### Wiring by layer

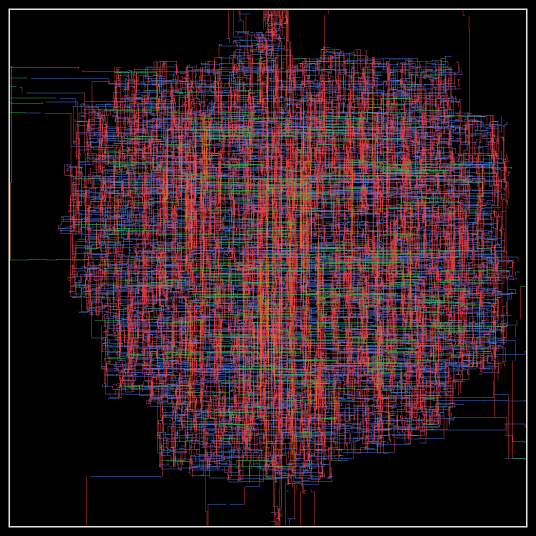
### M2 wires

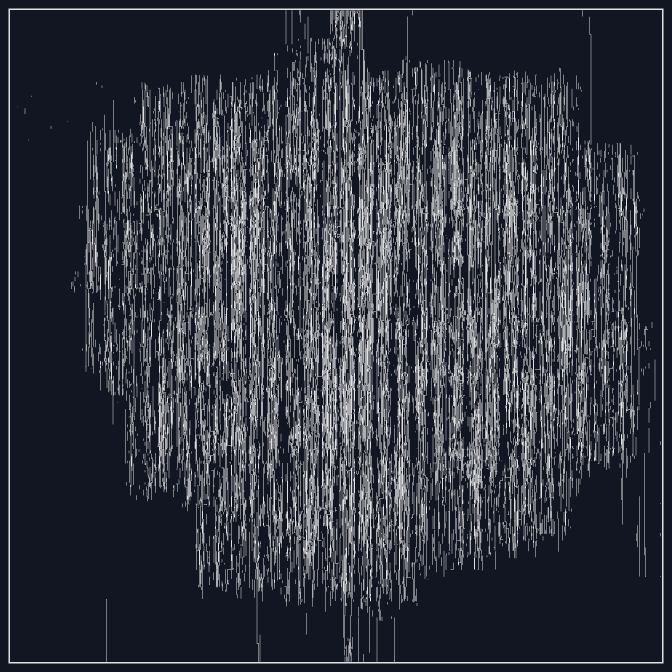
### Routing congestion

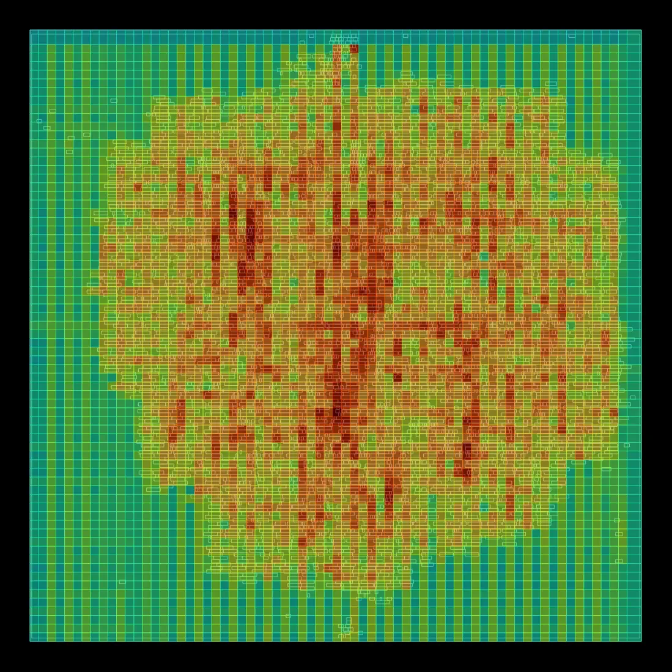
### Cell area per tile

The die is cut into 24 by 24 equal tiles; white is low, dark blue is high, 0 to 100% covered.
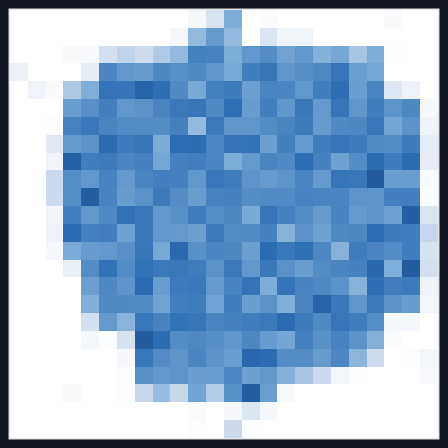
## src/rtl/mem_bank.sv

```systemverilog
// mem_bank: single-bank memory responder with row activation, T_RCD wait and fixed CL read pipeline.
// Define MEM_BANK_AUTOCLOSE_EN to close an open row after IDLE_TMO cycles without column commands.
module mem_bank #(
  parameter int DATA_W   = 8,
  parameter int ROW_BITS = 4,
  parameter int COL_BITS = 4,
  parameter int T_RCD    = 2,
  parameter int CL       = 2,
  parameter int IDLE_TMO = 16
) (
  input  logic                clk,
  input  logic                rst,
  input  logic                act,
  input  logic                rd,
  input  logic                wr,
  input  logic [7:0]          addr_row_w,
  input  logic [7:0]          addr_col_w,
  input  logic [7:0]          addr_row_r,
  input  logic [7:0]          addr_col_r,
  input  logic [DATA_W-1:0]   wdata,
  output logic [DATA_W-1:0]   rdata,
  output logic                rvalid,
  output logic                row_open,
  output logic [ROW_BITS-1:0] open_row,
  output logic                err
);

  typedef enum logic [1:0] {IDLE, RCD, OPEN} state_t;

  localparam int ADDR_W = ROW_BITS + COL_BITS;
  localparam int DEPTH  = 1 << ADDR_W;

  if (T_RCD < 1 || T_RCD > 15) begin : g_bad_t_rcd
    $error("mem_bank: T_RCD must be 1..15");
  end
  if (CL < 1 || CL > 8) begin : g_bad_cl
    $error("mem_bank: CL must be 1..8");
  end
  if (IDLE_TMO < 1) begin : g_bad_idle_tmo
    $error("mem_bank: IDLE_TMO must be at least 1");
  end

  state_t              state, state_n;
  logic [3:0]          rcd_cnt, rcd_cnt_n;
  logic [7:0]          row_sel;
  logic                row_bad, col_r_bad, col_w_bad;
  logic                act_ok, rd_ok, wr_ok, err_n, idle_expired;
  logic [ADDR_W-1:0]   raddr, waddr;
  logic [DATA_W-1:0]   mem [DEPTH];
  logic [CL-1:0]       rv_pipe;
  logic [DATA_W-1:0]   rd_pipe [CL];

  // A read on the act cycle only steers the row bus; it never issues a column read.
  assign row_sel   = rd ? addr_row_r : addr_row_w;
  assign row_bad   = (row_sel >> ROW_BITS) != 8'd0;
  assign col_r_bad = (addr_col_r >> COL_BITS) != 8'd0;
  assign col_w_bad = (addr_col_w >> COL_BITS) != 8'd0;

  assign act_ok = act && !row_bad;
  assign rd_ok  = !act && rd && !wr && (state == OPEN) && !col_r_bad;
  assign wr_ok  = !act && wr && !rd && (state == OPEN) && !col_w_bad;
  assign err_n  = (act && row_bad) ||
                  (!act && (rd || wr) &&
                   ((state != OPEN) || (rd && wr) || (rd && col_r_bad) || (wr && col_w_bad)));

  assign raddr = {open_row, addr_col_r[COL_BITS-1:0]};
  assign waddr = {open_row, addr_col_w[COL_BITS-1:0]};

`ifdef MEM_BANK_AUTOCLOSE_EN
  localparam int TMO_W = $clog2(IDLE_TMO + 1);
  logic [TMO_W-1:0] idle_cnt;

  always_ff @(posedge clk) begin
    if (rst || state != OPEN || rd_ok || wr_ok || act_ok) begin
      idle_cnt <= '0;
    end else begin
      idle_cnt <= idle_cnt + TMO_W'(1);
    end
  end

  assign idle_expired = (state == OPEN) && !(rd_ok || wr_ok || act_ok) &&
                        (idle_cnt == TMO_W'(IDLE_TMO - 1));
`else
  assign idle_expired = 1'b0;
`endif

  // An accepted act always wins: it restarts RCD from any state with the new row.
  always_comb begin
    state_n   = state;
    rcd_cnt_n = rcd_cnt;
    if (act_ok) begin
      state_n   = RCD;
      rcd_cnt_n = 4'(T_RCD - 1);
    end else begin
      case (state)
        RCD: begin
          if (rcd_cnt == 4'd0) begin
            state_n = OPEN;
          end else begin
            rcd_cnt_n = rcd_cnt - 4'd1;
          end
        end
        OPEN: begin
          if (idle_expired) begin
            state_n = IDLE;
          end
        end
        default: ;
      endcase
    end
  end

  always_ff @(posedge clk) begin
    if (rst) begin
      state    <= IDLE;
      rcd_cnt  <= 4'd0;
      open_row <= '0;
      err      <= 1'b0;
    end else begin
      state   <= state_n;
      rcd_cnt <= rcd_cnt_n;
      err     <= err_n;
      if (act_ok) begin
        open_row <= row_sel[ROW_BITS-1:0];
      end
    end
  end

  // Storage deliberately has no reset so contents survive rst.
  always_ff @(posedge clk) begin
    if (wr_ok) begin
      mem[waddr] <= wdata;
    end
  end

  always_ff @(posedge clk) begin
    if (rst) begin
      rv_pipe <= '0;
      for (int i = 0; i < CL; i++) begin
        rd_pipe[i] <= '0;
      end
    end else begin
      rv_pipe[0] <= rd_ok;
      if (rd_ok) begin
        rd_pipe[0] <= mem[raddr];
      end
      for (int i = 1; i < CL; i++) begin
        rv_pipe[i] <= rv_pipe[i-1];
        rd_pipe[i] <= rd_pipe[i-1];
      end
    end
  end

  assign rvalid   = rv_pipe[CL-1];
  assign rdata    = rd_pipe[CL-1];
  assign row_open = (state == OPEN);

endmodule

```

## config.mk

```make
export PLATFORM = sky130hd
export DESIGN_NAME = mem_bank
export DESIGN_NICKNAME = d
export VERILOG_FILES = /design/src/rtl/mem_bank.sv
export SDC_FILE = /design/constraint.sdc
export NUM_CORES = 2
export LEC_CHECK = 0
export CAP_MARGIN = 0
export CORE_UTILIZATION = 35
export CTS_CLUSTER_DIAMETER = 100
export DETAILED_ROUTE_END_ITERATION = 12
export REMOVE_ABC_BUFFERS = 1
export SETUP_SLACK_MARGIN = 0.2
export SLEW_MARGIN = 20
export SYNTH_ARGS = -nofsm -noshare
export SYNTH_HDL_FRONTEND = slang
export SYNTH_SLANG_ARGS = --single-unit
```

## constraint.sdc

```tcl
create_clock -name clk -period 3.9 [get_ports clk]
set_clock_uncertainty 0.15 [all_clocks]
set_input_delay 0.39 -clock clk [delete_from_list [all_inputs] [get_ports clk]]
set_output_delay 0.39 -clock clk [all_outputs]
set_load 0.005 [all_outputs]
```

==> out/summary.json <==
{
  "synthesis": {
    "top_area_cell": "sky130_fd_sc_hd__edfxtp_1",
    "synth_seq_share": 0.754,
    "post_synth_inst_count": 3951,
    "yosys.stat.chipArea_sq_um": 82500,
    "synth.ff_latch_count": 2077,
    "post_synth_main_logic_family": "multiplexers",
    "mux_area_fraction": 0.158,
    "synth_xor_xnor_area_share": 0.000212
  },
  "cells_and_area": {
    "final_layout_clock_cell_area_share": 0.0699,
    "share_of_final_layout_standard_cells_stronger_than_drive_strength_1": 0.258,
    "num-clock-buffers": 246,
    "num-fill-cells": 20476,
    "regArea_sq_um": 62200,
    "layout.cells.most_common": "sky130_fd_sc_hd__edfxtp_1",
    "flip_flops": 2077,
    "data_path_buffer_share_of_cell_area_in_the_final_layout": 0.0558,
    "layout.nets": 4556
  },
  "critical_path": {
    "arrival_ns": 4.13,
    "cp-endpoint": "rd_pipe[0][0]",
    "worst_reg2reg_path_endpoint": "rd_pipe[0][0]",
    "crit_path_end_kind": "register",
    "cp_max_fo": 16,
    "timing.critical_path.slowest_cell_delay_ns": 0.87,
    "slowest_stage_cell_on_the_critical_path": "sky130_fd_sc_hd__a2111oi_1"
  },
  "global_routing": {
    "first_global_vias": 42220,
    "grt_first_pass_wirelength_um": 321000,
    "grt.met1_usage": 0.260
  },
  "placement": {
    "placed_cells_incl_taps": 7429,
    "dp_slack_ns": -0.327,
    "port_buffers": 59
  },
  "clocking": {
    "cts_resized": 0,
    "cts.repair_timing.setup_buffer_count": 0,
    "numCtsBuffers": 209,
    "cts_htree_levels": 4
  },
  "sta": {
    "final_critical_path_setup_slack_ns": 0.294,
    "achievable-frequency_ghz": 0.277,
    "final_min_period_over_clock_period": 0.925
  },
  "floorplan": {
    "chipHeight_um": 487,
    "ioPinCount": 60
  },
  "drt": {
    "wl_um": 226000,
    "via_per_inst": 5.44,
    "dr_total_vias": 42602,
    "met3_length_um": 16800,
    "highest_layer": "met4",
    "remaining_drc_errors": 0,
    "ant_nets": 0,
    "detailedRoute.firstPassIterationCount": 5
  },
  "worst_hold_path": {
    "min_path_cells": 1
  },
  "status": {
    "outcome": "complete, no violations"
  },
  "power": {
    "power.density_nw_per_um2": 483
  }
}
## Picture notes: 'Wiring by layer'
- M2: red (wire length 109 mm)
- M1: blue (wire length 93.5 mm)
- M3: green (wire length 16800 um)
- M4: orange (wire length 7000 um)

## Picture notes: 'M2 wires'
- main direction: vertical
- nets with wire on the layer: 4014
- wire length on this layer: 109 mm
- longest straight run: 155 um
- share of all routed wire: 48%

## Picture notes: 'Routing congestion'
routing usage on met3: 0.0323
post-layout util: 0.413
Total GRT Usage: 0.189
fraction of met2 tracks used by global routing: 0.305

## Picture notes: 'Cell area per tile'
- mean over tiles: 39%
- densest ninth of the die: centre
- fullest tile: 83%
initial standard-cell utilization of the core: 0.353
core region area: 233000 sq um

==> worst reg2reg max path: stages, from the launching register on <==
cell and delay, ns:
sky130_fd_sc_hd__dfxtp_2 0.83, sky130_fd_sc_hd__or2b_2 0.67, sky130_fd_sc_hd__o32a_1 0.25, sky130_fd_sc_hd__a21oi_1 0.08, sky130_fd_sc_hd__a2111oi_1 0.87, sky130_fd_sc_hd__buf_4 0.26
sky130_fd_sc_hd__nor3_1 0.11, sky130_fd_sc_hd__a311oi_1 0.23
==> power breakdown <==
part	total, mW	internal (mW)	switching (mW)
sequential	24.6	24.6	0.0171
clock	19.7	11.2	8.47
combinational	2.30	0.863	1.44
==> flip-flops by register name (all words and copies together) (netlist names) <==
register  count
err           1
rv_pipe       2
rcd_cnt       4
state         2
open_row      4
mem        2048
rd_pipe      16
Power is estimated from default activity; no workload was simulated.
